run_1/gates.png
Drawn at 6 px/um.
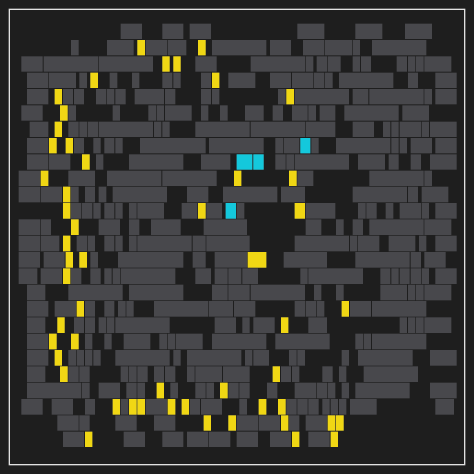
run_1/m2.png
Drawn at 4 px/um. Cells faint in the background.
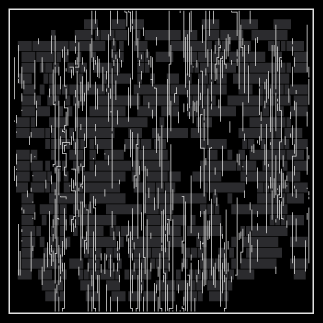
run_1/congestion_map.png
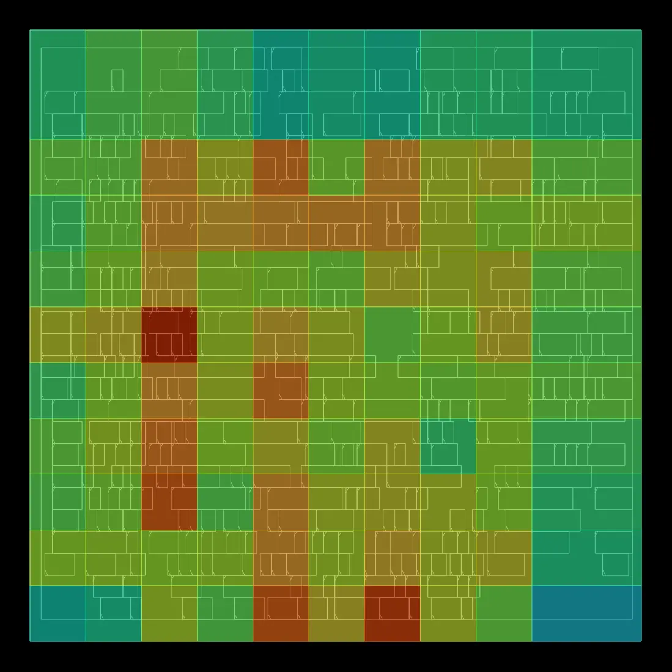
File: src/rtl/alu_rr_scheduler.sv
// alu_rr_scheduler: time-shares one combinational 10-bit signed ALU among NUM_REQ
// requesters. Only one op is in flight, so the sequence is IDLE -> EXEC -> RESP -> IDLE.
//
// Ports
//   i_clk, i_rst            clock; asynchronous active-high reset
//   i_req_valid/arg0/arg1/oper
//                           per-requester requests, packed with requester k in lane k
//   o_req_ready             one-hot accept strobe (combinational, IDLE only)
//   o_alu_arg0/arg1/oper    registered operands driving the external ALU
//   i_alu_result/flag       ALU outputs, combinational from o_alu_*; flags are {ovf,zero,pos,neg}
//   o_rsp_valid/id/result/flag, i_rsp_ready
//                           tagged response with valid/ready handshake
//   o_busy                  high whenever the FSM is not in IDLE
module alu_rr_scheduler #(
  parameter int unsigned NUM_REQ = 2,
  parameter int unsigned ID_W    = (NUM_REQ > 1) ? $clog2(NUM_REQ) : 1
) (
  input  logic                    i_clk,
  input  logic                    i_rst,
  input  logic [NUM_REQ-1:0]      i_req_valid,
  input  logic [NUM_REQ*10-1:0]   i_req_arg0,
  input  logic [NUM_REQ*10-1:0]   i_req_arg1,
  input  logic [NUM_REQ*3-1:0]    i_req_oper,
  output logic [NUM_REQ-1:0]      o_req_ready,
  output logic [9:0]              o_alu_arg0,
  output logic [9:0]              o_alu_arg1,
  output logic [2:0]              o_alu_oper,
  input  logic [9:0]              i_alu_result,
  input  logic [3:0]              i_alu_flag,
  output logic                    o_rsp_valid,
  output logic [ID_W-1:0]         o_rsp_id,
  output logic [9:0]              o_rsp_result,
  output logic [3:0]              o_rsp_flag,
  input  logic                    i_rsp_ready,
  output logic                    o_busy
);

  localparam int unsigned DATA_W = 10;
  localparam int unsigned OPER_W = 3;
  localparam int unsigned SUM_W  = ID_W + 1;
  localparam int unsigned DBL_W  = 2 * NUM_REQ;

  typedef enum logic [1:0] {
    IDLE = 2'd0,
    EXEC = 2'd1,
    RESP = 2'd2
  } state_t;

  state_t              state;
  state_t              state_nxt;
  logic [ID_W-1:0]     rr_ptr;
  logic [DBL_W-1:0]    valid_rot;
  logic [SUM_W-1:0]    grant_sum;
  logic                grant_vld;
  logic [ID_W-1:0]     grant_id;
  logic [DATA_W-1:0]   sel_arg0;
  logic [DATA_W-1:0]   sel_arg1;
  logic [OPER_W-1:0]   sel_oper;

  // Rotating-priority search: rotate the doubled valid vector so rr_ptr lands at bit 0,
  // take the first set bit, then map the offset back to an index modulo NUM_REQ.
  always_comb begin
    valid_rot = DBL_W'({i_req_valid, i_req_valid} >> rr_ptr);
    grant_sum = '0;
    grant_vld = 1'b0;
    grant_id  = '0;
    for (int unsigned i = 0; i < NUM_REQ; i++) begin
      if (!grant_vld && valid_rot[i]) begin
        grant_vld = 1'b1;
        grant_sum = SUM_W'(rr_ptr) + SUM_W'(i);
        if (grant_sum >= SUM_W'(NUM_REQ)) begin
          grant_sum = grant_sum - SUM_W'(NUM_REQ);
        end
        grant_id = ID_W'(grant_sum);
      end
    end
  end

  // Operand lane select for the granted requester.
  always_comb begin
    sel_arg0 = '0;
    sel_arg1 = '0;
    sel_oper = '0;
    for (int unsigned k = 0; k < NUM_REQ; k++) begin
      if (ID_W'(k) == grant_id) begin
        sel_arg0 = i_req_arg0[k*DATA_W +: DATA_W];
        sel_arg1 = i_req_arg1[k*DATA_W +: DATA_W];
        sel_oper = i_req_oper[k*OPER_W +: OPER_W];
      end
    end
  end

  // State register.
  always_ff @(posedge i_clk or posedge i_rst) begin
    if (i_rst) begin
      state <= IDLE;
    end else begin
      state <= state_nxt;
    end
  end

  // Next-state and accept strobe; ready is forced low while reset is asserted.
  always_comb begin
    state_nxt   = state;
    o_req_ready = '0;
    case (state)
      IDLE: begin
        if (grant_vld) begin
          o_req_ready = NUM_REQ'(1) << grant_id;
          state_nxt   = EXEC;
        end
      end
      EXEC: state_nxt = RESP;
      RESP: begin
        if (i_rsp_ready) begin
          state_nxt = IDLE;
        end
      end
      default: state_nxt = IDLE;
    endcase
    if (i_rst) begin
      o_req_ready = '0;
    end
  end

  // Operand, response and round-robin pointer registers.
  always_ff @(posedge i_clk or posedge i_rst) begin
    if (i_rst) begin
      rr_ptr       <= '0;
      o_alu_arg0   <= '0;
      o_alu_arg1   <= '0;
      o_alu_oper   <= '0;
      o_rsp_valid  <= 1'b0;
      o_rsp_id     <= '0;
      o_rsp_result <= '0;
      o_rsp_flag   <= '0;
      o_busy       <= 1'b0;
    end else begin
      o_busy <= (state_nxt != IDLE);
      case (state)
        IDLE: begin
          if (grant_vld) begin
            o_alu_arg0 <= sel_arg0;
            o_alu_arg1 <= sel_arg1;
            o_alu_oper <= sel_oper;
            o_rsp_id   <= grant_id;
          end
        end
        EXEC: begin
          o_rsp_result <= i_alu_result;
          o_rsp_flag   <= i_alu_flag;
          o_rsp_valid  <= 1'b1;
        end
        RESP: begin
          if (i_rsp_ready) begin
            o_rsp_valid <= 1'b0;
            // Next search starts just past the requester that was served.
            rr_ptr <= (o_rsp_id == ID_W'(NUM_REQ - 1)) ? '0 : o_rsp_id + ID_W'(1);
          end
        end
        default: ;
      endcase
    end
  end

endmodule
File: config.mk
export PLATFORM = sky130hd
export DESIGN_NAME = alu_rr_scheduler
export DESIGN_NICKNAME = d
export VERILOG_FILES = /design/src/rtl/alu_rr_scheduler.sv
export SDC_FILE = /design/constraint.sdc
export NUM_CORES = 1
export LEC_CHECK = 0
export ABC_AREA = 1
export ABC_CLOCK_PERIOD_IN_PS = 1300
export CAP_MARGIN = 20
export CORE_UTILIZATION = 40
export DETAILED_ROUTE_END_ITERATION = 8
export HOLD_SLACK_MARGIN = 0.06
export PLACE_DENSITY_LB_ADDON = 0.2
export SLEW_MARGIN = 10
export SYNTH_ARGS = -nofsm -noshare
export SYNTH_HDL_FRONTEND = slang
export SYNTH_SLANG_ARGS = --single-unit
export TNS_END_PERCENT = 50
File: constraint.sdc
create_clock -name i_clk -period 1.3 [get_ports i_clk]
set_input_delay 0.13 -clock i_clk [delete_from_list [all_inputs] [get_ports i_clk]]
set_output_delay 0.13 -clock i_clk [all_outputs]
set_load 0.005 [all_outputs]
==> impl_metrics.toml <==
# implementation run metrics
[clock_tree]
post_cts_hold_buffer_count = 0
cts.htree.levels = 2
clk_transition_reported_paths_ns = 0.08
cts_made_buffers = 5
tritoncts_clock_tree = "built"
insertion_delay_ns = 0.29
cts.sinks = 43
cts_root_buf = "sky130_fd_sc_hd__clkbuf_8"
cts-root-to-sink-buffers = 2

[yosys]
syn_area_per_cell_um2 = 7.59
synthCells = 286
syn-cell-area_mm2 = 0.00217
yosys-stat-area_mm2 = 0.00217
postSynthRegisterBits = 43
yosys.cell_count.top_type = "sky130_fd_sc_hd__nand2_1"
ys_cells = 286
fp_nets = 351
synth.yosys.seq_area_share_pct = 49.6
ys_types = 18
yosys_most_used_dff = "sky130_fd_sc_hd__dfrtp_1"
edff_count_synth = 0
ys_warn_count = 0
ys_top_cells_by_area = "sky130_fd_sc_hd__dfrtp_1 50%, sky130_fd_sc_hd__nand2_1 18%, sky130_fd_sc_hd__nand3_1 14%, sky130_fd_sc_hd__inv_1 8.5%, sky130_fd_sc_hd__buf_6 2.6%"
top_cells_by_count = "103 x sky130_fd_sc_hd__nand2_1, 62 x sky130_fd_sc_hd__nand3_1, 49 x sky130_fd_sc_hd__inv_1, 43 x sky130_fd_sc_hd__dfrtp_1, 8 x sky130_fd_sc_hd__buf_2"
synthDominantCellAreaShare_pct = 49.6
synth.largest_area_cell = "sky130_fd_sc_hd__dfrtp_1"
synthArstFlopShare_pct = 100

[worst_setup_path]
setup.worst_path.start_class = "flop"
worstReg2RegEnd = "o_rsp_id$_DFFE_PP0P_"
critical_path.startpoint = "state[1]$_DFF_PP0_"
slowest_stage = "sky130_fd_sc_hd__dfrtp_1"
worst-setup-path-type = "reg -> out"
worst_r2r_path_depth = 7
crit_path_capture = "o_req_ready[0]"
critical_path_arrival_ns = 1.22
path_cells = "inv_2 -> nand2_4 -> nor2_8 -> nand2_2 -> nor2_2 -> buf_2"
r2r_slack_ns = 0.08
cp-end-kind = "primary output"
critPathMaxFanout = 2
max_stage_delay_ns = 0.40
regToRegStartpoint = "state[1]$_DFF_PP0_"
timing.critical_path.required_ns = 1.17

[grt]
grt_first_pass_wirelength_um = 8550
globalRouteMet3Util_pct = 4.63
grt_overflow_total = 0
number_of_antenna_violations_at_the_first_check_in_global_routing = 0
grt.busiest_layer = "met2"
global_route.usage.met1_pct = 25.2
grt_pass1_vias = 1930
grt_start_max_net_pins = 27

[place]
numPlacedInstances = 462
dpl_worst_slack_ns = -0.421
gpl.final_weighted_congestion = 0.802
io_buffers = 106
hpwl_um = 3890

[die]
ioPinCount = 107
fp.dieH_um = 75.6
die_width_um = 75.6
rows = 26
core-area_mm2 = 0.00517
die_area_mm2 = 0.00572
fp_util_pct = 41.9

[final_timing]
slew_headroom_pct = 83.3
finalCriticalPeriod_ns = 1.35
maximum_achievable_frequency_mhz = 738
timing.final.crit_share_pct = 104
final_slew_violations = 0
tightestPinTransition_ns = 0.250
report.final.hold_viol_count = 0
rsz0062_at_grt = "yes"
final.setup.worst_slack_ns = -0.0548
worst_clock_skew_ns = 0.00500
timing.final.setup_violations = 1

[route]
drt_first_pass_iters = 4
met1_length_um = 2410
post-route-drc-count = 0
wl_um = 5340
vias_per_std_cell = 4.56
avgRoutedWirePerCell_um = 11.4
met3_length_um = 360
drt-initial-drc-count = 146
detailroute.via_count = 2144
dr.max_layer_used = "met4"
routed-wl-met2_um = 2550
final_antenna_net_count = 0

[outcome]
violations = "setup timing"
result_of_the_run = "complete, but fails checks"

[power_and_ir_drop]
ir_drop_mv = 1.00
p_per_area_mw_per_mm2 = 1910
total_power_uw = 6770
power.leakage_uw = 0.00215

[cells_and_area]
final-instance-count-excl-fill = 470
num_antenna_cells = 0
finalNetCount = 464
post_route_cells_drive_above_1_share_pct = 9.25
layout-area-overhead-vs-synth_pct = 63.5

[flow_run]
max-cap-violations = 0
log.warning_count = 28

[min_path]
holdCritPathClass = "in -> async"
About gates.png:
| family | color | cells | most used |
|---|---|---|---|
| inv cells | yellow | 52 | inv_1 |
| aoi and oai cells | cyan | 4 | o21ai_0 |

About m2.png:
nets with wire on the layer: 354
main direction: vertical

About congestion_map.png:
Global Route met2 Usage: 33.6%
Overall Global Routing Usage: 19.6%

run 1: sequential cells by signal, summed over array words and instances, names as in the netlist:
name	cells
o_busy	1
o_rsp_flag	4
o_alu_arg1	10
state	2
o_alu_oper	3
o_alu_arg0	10
rr_ptr	1
o_rsp_result	10
o_rsp_valid	1
o_rsp_id	1
run 1: critical path, delay by kind of cell (launching register included):
kind	cells	cell delay (ns)
buf+inv	2	0.21
flops	1	0.40
simple gates	4	0.31
run 1: cell usage in the layout (no fill, tap or decap):
| master | instances |
|---|---|
| sky130_fd_sc_hd__clkdlybuf4s50_1 | 66 |
| sky130_fd_sc_hd__clkinv_2 | 1 |
| sky130_fd_sc_hd__dlygate4sd2_1 | 10 |
| sky130_fd_sc_hd__nor2_8 | 1 |
| sky130_fd_sc_hd__nand3_1 | 62 |
| sky130_fd_sc_hd__o31ai_1 | 1 |
| sky130_fd_sc_hd__o21ai_0 | 3 |
| sky130_fd_sc_hd__nor2_2 | 1 |
| sky130_fd_sc_hd__bufinv_16 | 2 |
| sky130_fd_sc_hd__clkbuf_1 | 1 |
| sky130_fd_sc_hd__clkbuf_8 | 5 |
| sky130_fd_sc_hd__inv_1 | 48 |
| sky130_fd_sc_hd__buf_12 | 2 |
| sky130_fd_sc_hd__dlymetal6s2s_1 | 28 |
| sky130_fd_sc_hd__inv_2 | 2 |
| sky130_fd_sc_hd__nor3_2 | 1 |
| sky130_fd_sc_hd__buf_8 | 1 |
| sky130_fd_sc_hd__nand2_2 | 4 |
| sky130_fd_sc_hd__nand2_1 | 101 |
| sky130_fd_sc_hd__inv_6 | 1 |
| sky130_fd_sc_hd__dfrtp_1 | 43 |
| sky130_fd_sc_hd__buf_2 | 2 |
| sky130_fd_sc_hd__nand2_4 | 1 |
| sky130_fd_sc_hd__buf_4 | 12 |
| sky130_fd_sc_hd__nor2_4 | 1 |
run 1: through the flow:
stage | area (um2) | utilization [%] | TNS, ns | hold slack (ns)
2_1_floorplan | 2170 | - | 0 | 0.275
3_3_place_gp | 3340 | 64.7 | -8.61 | 0.453
3_5_place_dp | 3340 | 64.7 | -9.11 | 0.457
4_1_cts | 3480 | 67.2 | -0.0631 | 0.288
5_1_grt | 3550 | 68.6 | -0.351 | 0.306
6_report | 3550 | 68.6 | -0.0548 | 0.296
run 1: where the power goes:
part | switching, uW | internal [uW] | total [uW] | leakage [uW]
Combinational | 1560 | 1650 | 3210 | 0.00156
Clock | 444 | 768 | 1210 | 0.0000654
Sequential | 342 | 2010 | 2350 | 0.000523
run 1: cell type report:
type	count	area, um2
flip-flops and latches	43	1080
clock buffers	6	72.6
well taps	70	87.6
clock inverters	2	60.1
repair buffers	121	1250
inverters	52	201
fillers	439	1630
multi-input cells	176	796
run 1: logic make-up after synthesis:
logic type             after synthesis  share of synthesized area [%]
AND/OR/NAND/NOR                    172                           35.1
flip-flops                          43                           49.6
AND-OR/OR-AND                        4                           1.04
buffers and inverters               67                           14.3
run 1: repair_timing:
item | in CTS | in global routing
buffers inserted | 1 | 0
endpoints found under the setup margin | 37 | 66
pin swaps | 2 | 1
resized | 23 | 30
gates cloned | 0 | 0
Power and IR drop assume default switching activity.
